==> images/cell_density.png <==
7 x 7 tiles, from white (low) to dark blue (high), 0 to 100% covered.
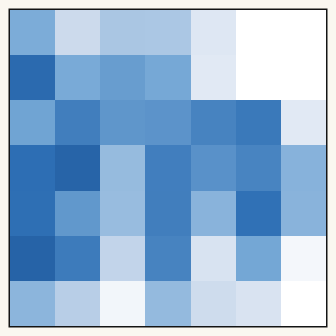
==> images/placement_by_type.png <==
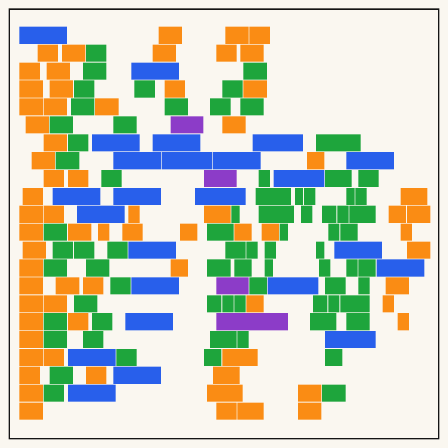
==> images/flops_by_reg.png <==
Scale bar: 20 um.
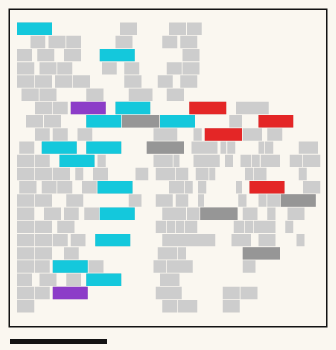
==> images/placement.png <==
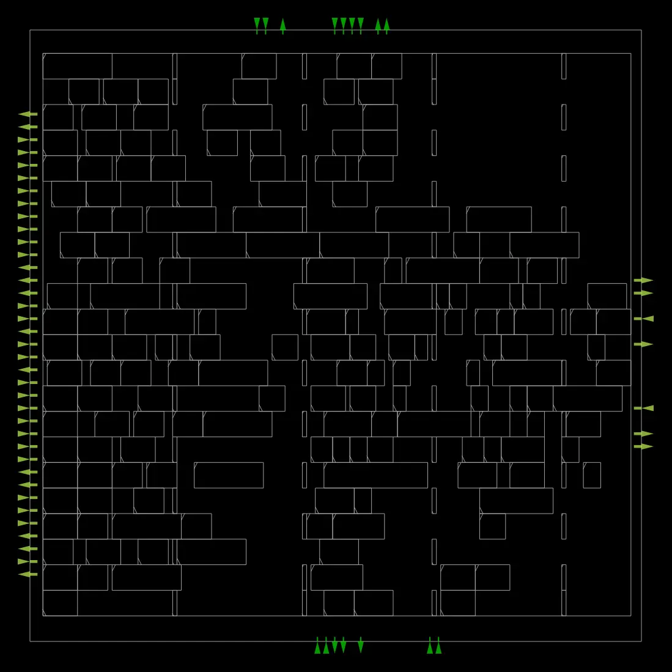
==> config.mk <==
export PLATFORM = sky130hd
export DESIGN_NAME = perceptron_arbiter
export DESIGN_NICKNAME = d
export VERILOG_FILES = /design/src/rtl/perceptron_arbiter.sv
export SDC_FILE = /design/constraint.sdc
export NUM_CORES = 1
export LEC_CHECK = 0
export ABC_CLOCK_PERIOD_IN_PS = 1500
export CAP_MARGIN = 20
export CELL_PAD_IN_SITES_DETAIL_PLACEMENT = 0
export CELL_PAD_IN_SITES_GLOBAL_PLACEMENT = 1
export CORE_UTILIZATION = 27
export DETAILED_ROUTE_END_ITERATION = 6
export GPL_TIMING_DRIVEN = 0
export PLACE_DENSITY = 0.87
export SYNTH_ARGS = -nofsm -noshare
export SYNTH_HDL_FRONTEND = slang
export SYNTH_SLANG_ARGS = --single-unit
==> constraint.sdc <==
create_clock -name clk -period 1.5 [get_ports clk]
set_input_delay 0.3 -clock clk [delete_from_list [all_inputs] [get_ports clk]]
set_output_delay 0.3 -clock clk [all_outputs]
set_load 0.05 [all_outputs]
==> results.rst <==
Run summary
-----------

.. list-table::
   :header-rows: 1

   * - Metric
     - Value
   * - Outcome
     - completed
   * - Placer congestion estimate
     - 0.7397
   * - Max VDD drop
     - 0.4797 mV
   * - Mean routed wirelength per cell
     - 12.92 um
   * - Number of nets at the end of the flow
     - 211
   * - Setup repair after global routing missed its margin
     - true
   * - Clock sink total
     - 24
   * - Number of stages on the worst hold path
     - 1
   * - Seq cells post-synth
     - 24
   * - Maximum number of pins on one net before global-route repair
     - 15
   * - Later-pin clock latency in the skew report
     - 270 ps
   * - Critical path class
     - reg -> out
   * - Number of instances in the synthesized netlist
     - 104
   * - Arrival time of data at the critical path endpoint
     - 1190 ps
   * - Maximum fanout along the worst path
     - 6
   * - Total tool warning count
     - 29
   * - Area Growth Syn to Fin
     - 75.06%
   * - GR Overflow Total
     - 0
   * - Area fraction of the dominant cell type after synthesis
     - 44.76%
   * - # setup viols final
     - 0
   * - Relative slew slack
     - 65.36%
   * - Setup clock skew after layout
     - 7.028 ps
   * - Placed Area
     - 1739 um^2
   * - Tally of buffers added on design ports
     - 59
   * - Highest metal layer with signal wires
     - met3
   * - Tightest Pin Transition
     - 521.6 ps
   * - First-pass iteration count of the detailed router
     - 4
   * - Antenna violations before repair
     - 0
   * - Startpoint class of the critical path
     - register
   * - Number of violations of the max-capacitance limit
     - 0
   * - Total number of yosys warnings
     - 0
   * - Number of library cell types mapped by synthesis
     - 31
   * - Vias after detailed routing
     - 1040
   * - Leading post-synthesis cells by instance count
     - dfxtp_1 (24), mux2i_1 (16), o2bb2ai_1 (15)
   * - Number of global-route vias before repair
     - 1035
   * - Remaining number of nets flagged by the antenna check after routing
     - 0
   * - Final total negative setup slack
     - 0 ps
   * - Horizontal die size
     - 65.06 um
   * - Inserted Diodes
     - 0
   * - Yosys cell count
     - 104
   * - HPWL reported at the end of detailed placement
     - 2.155 mm
   * - Tmin final
     - 1491 ps
   * - IO Pins
     - 60
   * - Nets at Floorplan
     - 142
Notes on cell_density.png above:
The densest ninth of the die: left middle. 10% of the tiles are nearly empty. 6.1% of the tiles are over 75% full. The emptiest ninth of the die: top right. The fullest tile reaches 79%.
Core ar.: 3744 um^2
core utilization at floorplan: 28.68%
share of the core filled with cells: 50.20%

Notes on placement_by_type.png above:
Key: clock drivers and dummy loads = purple [cells 4]; combinational and other logic = green [cells 75]; flops = blue [cells 24]; other buffers and delay cells = orange [cells 69]
proportion of cell area occupied by registers: 25.97%
number of placement rows: 22
fin area: 1879 um^2

Notes on flops_by_reg.png above:
Key: `cnt` = red [flops 4]; `pe_weight` = cyan [flops 13]; `pe_x` = purple [flops 2]
Another 5 sequential cells are not coloured.
Flop+latch power: 738 uW
register area: 488.0 um^2

Notes on placement.png above:
number of flip-flops and latches: 24
number of non-filler instances in the completed layout: 220
filler cell count: 365
Tapcell Cnt: 48

[what timing repair did]
item | in CTS | in global routing
pin swaps | 2 | 5
gates resized | 69 | 12
endpoints found under the setup margin | 35 | 19
hold buffers | 0 | 0
setup buffers | 3 | 3
[through the flow]
step | util (%) | setup slack [ps] | instances | hold WS [ps] | total power [mW]
2_1_floorplan | - | -50.60 | 104 | 376.2 | 1.120
3_3_place_gp | 46.46 | -1204 | 211 | 445.3 | 1.371
3_5_place_dp | 46.46 | -1208 | 211 | 447.1 | 1.381
4_1_cts | 49.23 | -98.71 | 218 | 469.2 | 1.944
5_1_grt | 50.20 | -48.19 | 220 | 486.1 | 2.014
6_report | 50.20 | 9.177 | 220 | 469.5 | 1.932
[final cells by class]
| type | instances | share of cell area (%) |
|---|---|---|
| inverters | 4 | 0.7989 |
| repair buffers | 65 | 32.69 |
| well taps | 48 | 3.196 |
| multi-input cells | 71 | 32.02 |
| flip-flops and latches | 24 | 25.97 |
| clock inverters | 1 | 1.598 |
| plain buffers | 4 | 1.531 |
| clock buffers | 3 | 2.197 |
[layout by cell type (no fill, tap or decap), types with 2 or more instances in the layout]
cell / Yosys / final
clkdlybuf4s50_1: 0 / 34
dfxtp_1: 24 / 18
mux2i_1: 16 / 16
dlygate4sd2_1: 0 / 16
o2bb2ai_1: 15 / 15
buf_4: 3 / 7
o21ai_0: 7 / 6
dfxtp_2: 0 / 6
a21oi_1: 6 / 5
buf_2: 1 / 4
clkbuf_8: 0 / 3
clkdlybuf4s15_2: 0 / 3
inv_2: 1 / 2
inv_1: 3 / 2
nor2_4: 0 / 2
o21ai_1: 1 / 2
nand3b_1: 2 / 2
nand3_1: 2 / 2
buf_8: 0 / 2
[kinds of logic (layout without fill, tap and decap cells)]
| group | Yosys count | in the layout | synth area share [%] |
|---|---|---|---|
| adders and majority gates | 1 | 1 | 1.165 |
| muxes | 16 | 16 | 14.92 |
| DFF | 24 | 24 | 44.76 |
| AOI/OAI and AO/OA | 35 | 35 | 23.31 |
| buffers and inverters | 9 | 77 | 4.311 |
| and+or+nand+nor | 19 | 19 | 11.54 |
[per-layer routing]
metal  vias to the layer above  GRT usage (%)
li1                        526              -
met1                       468          17.32
met2                        46          24.09
met3                         0          3.873
met4                         0          2.446
met5                         -              0
[worst max-delay path: stages, from the launching register on]
cell,delay (ps)
dfxtp_2,360
nor2_4,140
buf_4,140
and2_2,150
buf_8,140
[where the power goes]
part           switching (mW)  internal (mW)  leakage [nW]
logic                   0.373          0.250         0.540
registers              0.0421          0.696         0.199
clock network           0.213          0.357        0.0357
Power figures rest on the tool's default switching activity, not on a simulated workload.
